==> config.mk <==
export PLATFORM = sky130hd
export DESIGN_NAME = datamem_arbiter
export DESIGN_NICKNAME = d
export VERILOG_FILES = /design/src/rtl/datamem_arbiter.sv
export SDC_FILE = /design/constraint.sdc
export NUM_CORES = 1
export LEC_CHECK = 0
export CAP_MARGIN = 5
export CORE_AREA = 2 2 229 231
export DETAILED_ROUTE_END_ITERATION = 8
export DIE_AREA = 0 0 231 233
export PLACE_DENSITY_LB_ADDON = 0.05
export REMOVE_ABC_BUFFERS = 1
export SETUP_SLACK_MARGIN = 0.3
export SYNTH_ARGS = -nofsm -noshare
export SYNTH_HDL_FRONTEND = slang
export SYNTH_SLANG_ARGS = --single-unit
==> constraint.sdc <==
create_clock -name clk -period 10.2 [get_ports clk]
set_input_delay 2.04 -clock clk [delete_from_list [all_inputs] [get_ports clk]]
set_output_delay 2.04 -clock clk [all_outputs]
set_load 0.03 [all_outputs]
==> src/rtl/datamem_arbiter.sv <==
// Single-port data memory arbiter: CPU (C) has priority, D is protected by a wait
// counter and may hold a locked burst for loading memory; reads return one cycle later.
module datamem_arbiter #(
  parameter int unsigned ADDR_W    = 64,
  parameter int unsigned DATA_W    = 64,
  parameter int unsigned MAX_WAIT  = 4,
  parameter int unsigned BURST_MAX = 16
) (
  input  logic              clk,
  input  logic              reset,
  input  logic              c_req,
  input  logic              c_we,
  input  logic [ADDR_W-1:0] c_addr,
  input  logic [DATA_W-1:0] c_wdata,
  output logic              c_gnt,
  output logic              c_rvalid,
  output logic [DATA_W-1:0] c_rdata,
  output logic              cpu_stall,
  input  logic              d_req,
  input  logic              d_we,
  input  logic              d_lock,
  input  logic [ADDR_W-1:0] d_addr,
  input  logic [DATA_W-1:0] d_wdata,
  output logic              d_gnt,
  output logic              d_rvalid,
  output logic [DATA_W-1:0] d_rdata,
  output logic [ADDR_W-1:0] mem_address,
  output logic              mem_write_enable,
  output logic              mem_read_enable,
  output logic [DATA_W-1:0] mem_write_data,
  input  logic [DATA_W-1:0] mem_read_data
);

  localparam int unsigned WAIT_W  = $clog2(MAX_WAIT + 1);
  localparam int unsigned BURST_W = $clog2(BURST_MAX);
  localparam logic [WAIT_W-1:0]  WAIT_SAT   = WAIT_W'(MAX_WAIT);
  localparam logic [BURST_W-1:0] BURST_LAST = BURST_W'(BURST_MAX - 1);

  typedef enum logic {
    ST_ARB,
    ST_DBG_BURST
  } state_t;

  state_t              r_state, w_state_nxt;
  logic [WAIT_W-1:0]   r_wait_cnt, w_wait_nxt;
  logic [BURST_W-1:0]  r_burst_cnt, w_burst_nxt;
  logic                r_pend_c, w_pend_nxt;
  logic                w_c_gnt, w_d_gnt;

  logic                r_c_rvalid, r_d_rvalid;
  logic [DATA_W-1:0]   r_c_rdata, r_d_rdata;

  always_ff @(posedge clk or posedge reset) begin
    if (reset) begin
      r_state     <= ST_ARB;
      r_wait_cnt  <= '0;
      r_burst_cnt <= '0;
      r_pend_c    <= 1'b0;
    end else begin
      r_state     <= w_state_nxt;
      r_wait_cnt  <= w_wait_nxt;
      r_burst_cnt <= w_burst_nxt;
      r_pend_c    <= w_pend_nxt;
    end
  end

  always_comb begin
    w_c_gnt     = 1'b0;
    w_d_gnt     = 1'b0;
    w_state_nxt = r_state;
    w_wait_nxt  = r_wait_cnt;
    w_burst_nxt = r_burst_cnt;
    w_pend_nxt  = r_pend_c;
    case (r_state)
      ST_ARB: begin
        if (d_req && (!c_req || r_wait_cnt == WAIT_SAT)) w_d_gnt = 1'b1;
        else if (c_req)                                  w_c_gnt = 1'b1;

        if (!d_req || w_d_gnt)         w_wait_nxt = '0;
        else if (r_wait_cnt != WAIT_SAT) w_wait_nxt = r_wait_cnt + WAIT_W'(1);

        if (w_c_gnt || !c_req) w_pend_nxt = 1'b0;

        // A forced exit leaves pend_c set so D cannot immediately re-lock the memory.
        if (w_d_gnt && d_lock && !r_pend_c) begin
          w_state_nxt = ST_DBG_BURST;
          w_burst_nxt = BURST_W'(1);
        end
      end
      ST_DBG_BURST: begin
        w_d_gnt = d_req;
        if (w_d_gnt) w_burst_nxt = r_burst_cnt + BURST_W'(1);

        if (w_d_gnt && r_burst_cnt == BURST_LAST) begin
          w_state_nxt = ST_ARB;
          w_wait_nxt  = '0;
          w_burst_nxt = '0;
          w_pend_nxt  = 1'b1;
        end else if (!d_lock) begin
          w_state_nxt = ST_ARB;
          w_wait_nxt  = '0;
          w_burst_nxt = '0;
        end
      end
      default: w_state_nxt = ST_ARB;
    endcase
  end

  always_comb begin
    mem_address      = '0;
    mem_write_data   = '0;
    mem_write_enable = 1'b0;
    mem_read_enable  = 1'b0;
    if (w_c_gnt) begin
      mem_address      = c_addr;
      mem_write_data   = c_wdata;
      mem_write_enable = c_we;
      mem_read_enable  = ~c_we;
    end else if (w_d_gnt) begin
      mem_address      = d_addr;
      mem_write_data   = d_wdata;
      mem_write_enable = d_we;
      mem_read_enable  = ~d_we;
    end
  end

  always_ff @(posedge clk or posedge reset) begin
    if (reset) begin
      r_c_rvalid <= 1'b0;
      r_d_rvalid <= 1'b0;
      r_c_rdata  <= '0;
      r_d_rdata  <= '0;
    end else begin
      r_c_rvalid <= w_c_gnt & ~c_we;
      r_d_rvalid <= w_d_gnt & ~d_we;
      if (w_c_gnt && !c_we) r_c_rdata <= mem_read_data;
      if (w_d_gnt && !d_we) r_d_rdata <= mem_read_data;
    end
  end

  assign c_gnt     = w_c_gnt;
  assign d_gnt     = w_d_gnt;
  assign cpu_stall = c_req & ~w_c_gnt;
  assign c_rvalid  = r_c_rvalid;
  assign d_rvalid  = r_d_rvalid;
  assign c_rdata   = r_c_rdata;
  assign d_rdata   = r_d_rdata;

endmodule

Run 1, sequential cells grouped by signal name:
Scale: 1.5 px per um.
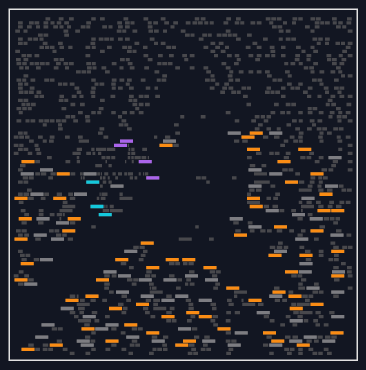
legend:
  orange:
    netlist_name: d_rdata
    placed_flops: 64
  purple:
    netlist_name: r_burst_cnt
    placed_flops: 4
  cyan:
    netlist_name: r_wait_cnt
    placed_flops: 3
Flop area: 3480 um2
P_seq: 711 uW
flop share of the area: 25.1%

Run 1, signal wires on met2:
Scale: 1.5 px per um.
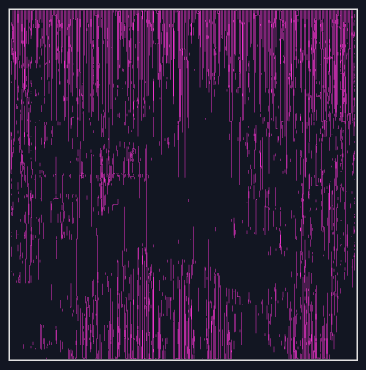
wire length on this layer: 21.5 mm
share of all routed wire: 50%
nets with wire on the layer: 1277

Run 1, placement density heat map:
Scale: 1.5 px per um. The die is cut into 23 by 23 equal tiles; black is low, pale yellow is high, 0 to 100% covered.
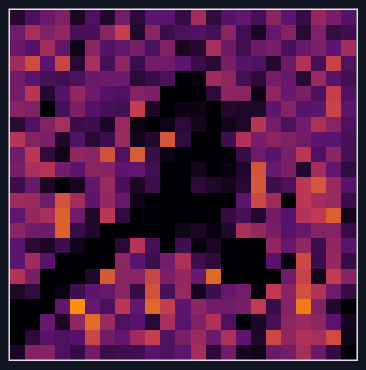
emptiest ninth of the die: middle
fullest tile: 75%
mean over tiles: 24%

Run 1, power grid:
Scale: 1.5 px per um. Pins as bars on the die edge.
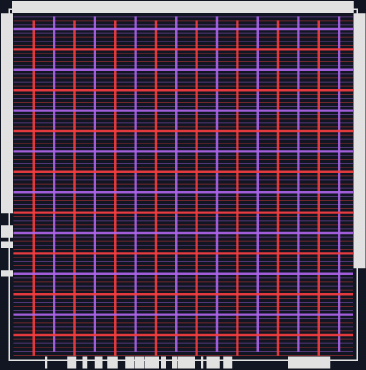
legend:
  purple:
    net: VDD
  red:
    net: VSS
signal pins: 590
rows: 83

==> results.toml, run 1 <==
# physical design summary
[outcome]
outcome = "completed"

[yosys]
synth_async_sr_flop_share_pct = 100
area_leaders = "dfrtp_1 (52%), a22o_1 (17%), mux2_2 (13%)"
synth_top_flop_cell = "dfrtp_1"
edf_count = 0
ys.warnings.count = 0
yosys.area.top_type = "dfrtp_1"

[final_timing]
final.min_clock_period_ps = 7450
relSlewSlack_pct = 39.4
tns_ps = 0
rsz0062_at_grt = "false"
setup_slack_ps = 2750
finalClockSkew_ps = 11.0
fmax_ghz = 0.134

[pwr]
internal_power_uw = 1490
power_frac_seq_pct = 30.1
sw_frac_of_total_pct = 36.8
combPwrFrac_pct = 44.2
pwr_density_cell_nw_per_um2 = 170

[clock_tree]
cts_resized = 0
clkLatencyLatePin_ps = 430
h-tree-depth = 4
clock_tree.root_cell = "clkbuf_16"
clkTransAtPathRegs_ps = 60
post-cts-setup-buffers = 0

[critical_path]
timing.rr.end = "d_rdata[26]"
arrival_ps = 5410
regToRegSetupSlack_ps = 7440
r2r_start = "r_wait_cnt[0]"
critPathCapture = "mem_address[48]"
path_max_fanout = 55

[detailed_routing]
ant_nets = 0
vias_per_cell = 3.78
drtPass1Iterations = 5
drt_iter0_markers = 325

[placement]
pre_cts_ws_ps = 2740
io_buffers = 589

[job]
cap_violations = 0
warnings = 28

[cells_and_area]
diodes = 0
fin_nets = 1397

[floorplan]
coreArea_um2 = 51100

[global_route]
grt_overflow = 0
antenna_found_initial = 2
grt_pass1_wl_um = 57000
first_global_vias = 6882
-- run 1: layer usage --
metal	global-route usage, %	routed length (um)
met4	1.88	171
met1	18.3	17400
met5	0	26
met2	25.5	21500
met3	7.10	4090
-- run 1: through the flow --
stage | power [uW] | std cells | utilization (%)
floorplan | 1230 | 451 | -
global placement | 1780 | 1728 | 26.0
detailed placement | 1780 | 1728 | 26.0
CTS | 2410 | 1760 | 27.1
global route | 2480 | 1760 | 27.1
finish | 2360 | 1760 | 27.1
-- run 1: final cells by class --
class,count,area [um2]
sequential,139,3480
clock inverter,11,95.1
multi-input combinational,302,2950
clock buffer,21,470
timing repair buffer,597,5970
fill,5408,37200
tap,680,851
inverter,10,42.5
-- run 1: power groups by stage --
stage          Sequential, uW  Combinational (uW)  Clock [uW]
3_5_place_dp              721                1060           0
6_report                  711                1040         607
3_3_place_gp              720                1060           0
2_1_floorplan             929                 303           0
4_1_cts                   713                1060         636
5_1_grt                   726                1090         661
-- run 1: cell families (layout without fill, tap and decap cells) --
logic type	after synthesis	in the layout	synth area share [%]
mux	130	130	21.8
flops	139	139	51.9
buf+inv	55	639	4.65
simple gates	22	22	2.22
fa+ha+maj	3	3	0.560
compound gates	147	147	18.9
-- run 1: sequential cells by signal (all words and copies together), names as in the netlist --
signal,cells
c_rdata,64
c_rvalid,1
d_rdata,64
d_rvalid,1
r_burst_cnt,4
r_pend_c,1
r_state,1
r_wait_cnt,3
-- run 1: how the worst min path moves through the flow --
stage and endpoint:
2_1_floorplan r_wait_cnt[2], 3_3_place_gp c_rdata[25], 3_5_place_dp c_rdata[7], 4_1_cts c_rdata[7], 5_1_grt d_rdata[40], 6_report c_rdata[7]
-- run 1: worst max-delay path, stage by stage --
cell	delay [ps]
clkdlybuf4s50_1	670
inv_1	190
a21oi_4	640
buf_4	660
a22o_1	420
clkdlybuf4s50_1	730
-- run 1: layout by cell type (no fill, tap or decap), types with 2 or more instances in the layout --
cell type / n
mux2i_1: 2
ha_1: 3
nand4_1: 3
clkdlybuf4s50_1: 589
clkbuf_16: 17
clkinv_4: 2
nand3_1: 4
mux2_1: 51
mux2_2: 77
clkbuf_8: 3
dfrtp_1: 139
a22o_1: 131
a31oi_1: 3
nand4b_1: 2
o21a_1: 2
nand2b_1: 2
nand3b_1: 2
clkinv_2: 5
and3_1: 2
buf_4: 7
inv_1: 9
clkinvlp_4: 3
==> run 2: changes to the inputs <==
==> constraint.sdc (replaced) <==
create_clock -name clk -period 7.7 [get_ports clk]
set_input_delay 1.54 -clock clk [delete_from_list [all_inputs] [get_ports clk]]
set_output_delay 1.54 -clock clk [all_outputs]
set_load 0.03 [all_outputs]
Run 2, the clock network:
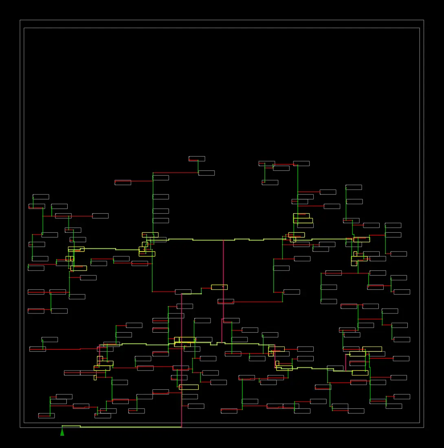
number of CTS-inserted buffers: 17
CLK BUF: 18

==> run 2 against run 1 <==
Effect of this change: global-route usage increased by 0.29 points; setup slack got worse by 1300 ps; total power up 35%; count of clock-buffer cells in the layout fell by 3; first-iteration DRC count down 30%; clock power up 41%.
==> results.toml, run 2 <==
# physical design summary
[critical_path]
cpPeakStageDelay_ps = 870
critPathCapture = "mem_write_data[3]"
regToRegSetupSlack_ps = 4900
r2r_start = "r_wait_cnt[0]"
arrival_ps = 4720
worst-path-buf-inv = 3
cp.depth = 6
critPathTopFamily = "buffers and inverters"
crit_path_top_delay_cell = "nor2_4"
timing.rr.end = "d_rdata[25]"
crit_chain = "clkdlybuf4s50_1 -> and3_1 -> nor2_4 -> buf_4 -> a22o_1 -> clkdlybuf4s50_1"
path_common_cell = "clkdlybuf4s50_1"
path_max_fanout = 38

[job]
warnings = 28
cap_violations = 0

[yosys]
edf_count = 0
synth_top_flop_cell = "dfrtp_1"
area_leaders = "dfrtp_1 (52%), a22o_1 (17%), mux2_2 (13%)"
yosys.area.top_type = "dfrtp_1"

[final_timing]
tns_ps = 0
final.min_clock_period_ps = 6260
finalClockSkew_ps = 8.83
rsz0062_at_grt = "false"

[detailed_routing]
drt_iter0_markers = 227
ant_nets = 0
vias_per_cell = 3.74
drtPass1Iterations = 6

[global_route]
first_global_vias = 6951
grt_pass1_wl_um = 58000
grt_overflow = 0

[cells_and_area]
post-route-util_pct = 27.3
layout_top_cell = "clkdlybuf4s50_1"
most-common-layout-cells = "clkdlybuf4s50_1 (589), dfrtp_1 (139), a22o_1 (131), mux2_2 (77), mux2_1 (51)"
fin_nets = 1400
comb_area_um2 = 2950

[clock_tree]
clock_tree.root_cell = "clkbuf_16"
cts_resized = 0
clkTransAtPathRegs_ps = 60
clkLatencyLatePin_ps = 430

[pwr]
combPwrFrac_pct = 43.5
pwr_density_cell_nw_per_um2 = 229

[placement]
io_buffers = 589
dp_cells = 1731

[outcome]
outcome = "completed"
Run 2, power grid:
Scale: 1.5 px per um. Pins as bars on the die edge.
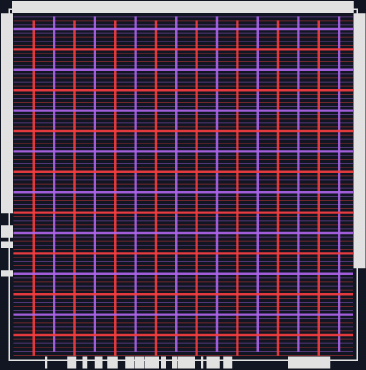
legend:
  red:
    net: VSS
  purple:
    net: VDD
met5 straps: 16
met1 rails: 84
met4 straps: 16
core area: 51100 um2
chip height: 233 um
die width: 231 um
worst IR drop on VDD: 0.119 mV

run 2: cell types whose count changed in the layout (fill, tap and decap cells not counted):
cell	delta
buf_12	+1
buf_4	+2
bufinv_16	+2
clkbuf_8	-3
clkinv_2	-2
clkinv_4	+2
diode_2	+2
inv_6	+1
run 2: final cells by class:
class	count	share of cell area [%]
diodes	2	0.0359
clock buffers	18	3.08
clock inverters	14	1.23
inverters	10	0.305
multi-input cells	302	21.1
flip-flops and latches	139	25.0
well taps	680	6.11
repair buffers	600	43.1
run 2: worst min-delay path by stage:
stage / to / slack [ps]
2_1_floorplan: r_wait_cnt[2] / 480
3_3_place_gp: c_rdata[23] / 470
3_5_place_dp: c_rdata[31] / 470
4_1_cts: c_rdata[35] / 490
5_1_grt: c_rdata[7] / 510
6_report: c_rdata[35] / 480
run 2: kinds of logic (layout without fill, tap and decap cells):
family / Yosys count / after routing / share of synthesized area, %
flops: 139 / 139 / 51.9
fa+ha+maj: 3 / 3 / 0.560
buf+inv: 55 / 642 / 4.65
simple gates: 22 / 22 / 2.22
other cells: 0 / 2 / 0
compound gates: 147 / 147 / 18.9
mux: 130 / 130 / 21.8
run 2: worst register-to-register path: stages (launching register included):
cell and delay (ps):
dfrtp_1 390, inv_1 90, ha_1 210, nand2_1 210, a211oi_4 270, buf_4 450
buf_4 610, mux2_2 460
run 2: power by group through the flow:
| stage | registers, uW | clock network (uW) | logic [uW] |
|---|---|---|---|
| floorplan | 1230 | 0 | 401 |
| global placement | 955 | 0 | 1410 |
| detailed placement | 957 | 0 | 1400 |
| CTS | 945 | 896 | 1410 |
| global route | 964 | 933 | 1450 |
| finish | 944 | 856 | 1390 |
run 2: stage by stage:
step                      hold slack, ps  total power, uW  setup WS, ps
after global placement               468             2360          1450
after detailed placement             475             2360          1430
after floorplan                      480             1630         -1440
final                                482             3190          1440
after global routing                 509             3350          1240
after CTS                            489             3250          1420
run 2: metal layers:
layer	GRT usage, %	vias up	share of wire [%]
met2	25.6	278	49
li1	-	3061	-
met3	7.84	21	11
met4	2.88	4	1.1
met1	18.2	3241	39
met5	0	-	0.061
==> run 3: changes to the inputs <==
--- a/config.mk
+++ b/config.mk
@@ -6,9 +6,9 @@
 export NUM_CORES = 1
 export LEC_CHECK = 0
 export CAP_MARGIN = 5
-export CORE_AREA = 2 2 229 231
+export CORE_AREA = 2 2 227 229
 export DETAILED_ROUTE_END_ITERATION = 8
-export DIE_AREA = 0 0 231 233
+export DIE_AREA = 0 0 229 231
 export PLACE_DENSITY_LB_ADDON = 0.05
 export REMOVE_ABC_BUFFERS = 1
 export SETUP_SLACK_MARGIN = 0.3
==> constraint.sdc (replaced) <==
create_clock -name clk -period 5 [get_ports clk]
set_input_delay 1 -clock clk [delete_from_list [all_inputs] [get_ports clk]]
set_output_delay 1 -clock clk [all_outputs]
set_load 0.03 [all_outputs]
Run 3, power grid:
Scale: 1.5 px per um. Pins as bars on the die edge.
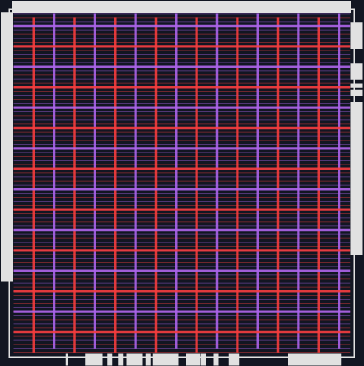
legend:
  purple:
    net: VDD
  red:
    net: VSS
met5 straps: 16
rows: 83
met4 straps: 16
signal pins: 590

==> run 3 against run 2 <==
Effect of this change: count of clock-buffer cells in the layout is the same; largest power group unchanged; utilization grew 1.9 points; via count grew 3.0%; flip-flop count is the same; final area grew 6.1%; total power grew 62%; setup slack lost 900 ps; register-to-register slack lost 2600 ps; sequential power grew 54%; routed wire length grew 5.8%.
==> results.toml, run 3 <==
# physical design summary
[global_route]
grt_pass1_wl_um = 61700

[floorplan]
dieHeight_um = 231

[yosys]
synthXorXnorAreaFrac_pct = 0
ys.warnings.count = 0
edf_count = 0
synth_async_sr_flop_share_pct = 100
topCombFamilyByArea = "multiplexers"
area_leaders = "dfrtp_1 (52%), a22o_1 (17%), mux2_2 (13%)"
synth_top_flop_cell = "dfrtp_1"

[critical_path]
worst-path-buf-inv = 4
arrival_ps = 3460
crit_path_top_delay_cell = "clkdlybuf4s50_1"
crit_chain = "clkdlybuf4s50_1 -> inv_1 -> a21oi_4 -> buf_12 -> a22o_1 -> clkdlybuf4s50_1"
r2r_start = "r_wait_cnt[0]"
path_common_cell = "clkdlybuf4s50_1"

[detailed_routing]
drt_iter0_markers = 324
vias_per_cell = 3.83

[cells_and_area]
fin_nets = 1407
layout_top_cell = "clkdlybuf4s50_1"
post-route-util_pct = 29.1

[pwr]
sw_frac_of_total_pct = 36.0
irDropWorstVdd_mv = 0.191
pwr_density_cell_nw_per_um2 = 350

[outcome]
outcome = "completed"

[placement]
io_buffers = 589

[job]
cap_violations = 0

[clock_tree]
cts_buffers = 17

[hold_path]
hold_end = "d_rdata[42]"
Run 3, the clock network:
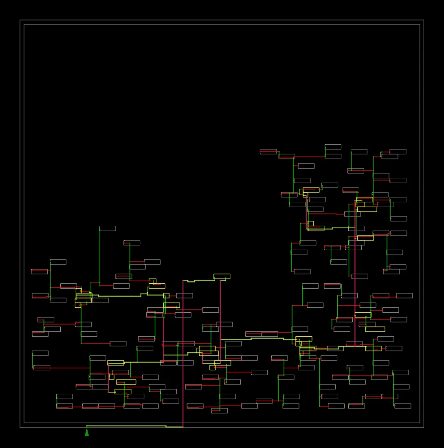
clock skew: 11.7 ps
registers: 139
clk latency late pin: 440 ps
Power Clock: 1410 uW

==> run 3: cell type report <==
class	instances	area, um2	area share (%)
Timing Repair Buffer	607	6800	46.0
Sequential cell	139	3480	23.5
Multi-Input combinational cell	302	2950	19.9
Tap cell	680	851	5.76
Clock buffer	18	439	2.97
Clock inverter	14	204	1.38
Inverter	10	42.5	0.288
Antenna cell	6	15.0	0.102
==> run 3: per-stage QoR <==
stage	hold slack [ps]	power (uW)	setup TNS, ps	cells
2_1_floorplan	480	2510	-398360	451
3_3_place_gp	468	3820	0	1738
3_5_place_dp	474	3820	0	1738
4_1_cts	488	5270	0	1770
5_1_grt	505	5410	0	1773
6_report	485	5170	0	1776
==> run 3: metal layers <==
| metal | GRT usage (%) | share of wire, % | vias to the layer above |
|---|---|---|---|
| met5 | 0 | 0.099 | - |
| met4 | 4.40 | 1.4 | 8 |
| met3 | 8.70 | 12 | 39 |
| met2 | 27.1 | 47 | 306 |
| met1 | 20.1 | 40 | 3366 |
| li1 | - | - | 3082 |
==> run 3: cell families (layout without fill, tap and decap cells) <==
kind of cell	count (synthesis)	after routing
compound gates	147	147
fa+ha+maj	3	3
buf+inv	55	649
flops	139	139
mux	130	130
other cells	0	6
simple gates	22	22
==> run 3: power groups by stage <==
stage / combinational [uW] / sequential (uW) / clock (uW)
after global placement: 2350 / 1470 / 0
after detailed placement: 2350 / 1470 / 0
after CTS: 2360 / 1450 / 1460
after floorplan: 618 / 1900 / 0
final: 2320 / 1450 / 1410
after global routing: 2420 / 1480 / 1510
==> run 3: worst reg2reg max path, stage by stage, from the launching register on <==
cell and delay, ps:
dfrtp_1 380, inv_1 90, ha_1 200, nand2_1 220, a211oi_4 270, buf_4 270, buf_4 670, mux2_2 520
==> run 3: how the worst max path moves through the flow <==
stage / slack (ps) / end / depth (start not counted) / startpoint
detailed placement: 560 / mem_address[7] / 6 / d_req
global route: 440 / mem_write_data[12] / 6 / d_req
global placement: 610 / mem_address[7] / 6 / d_req
CTS: 560 / mem_write_data[12] / 6 / d_req
floorplan: -3060 / mem_address[0] / 3 / c_req
finish: 540 / mem_address[59] / 6 / d_req
Power and IR drop assume default switching activity.
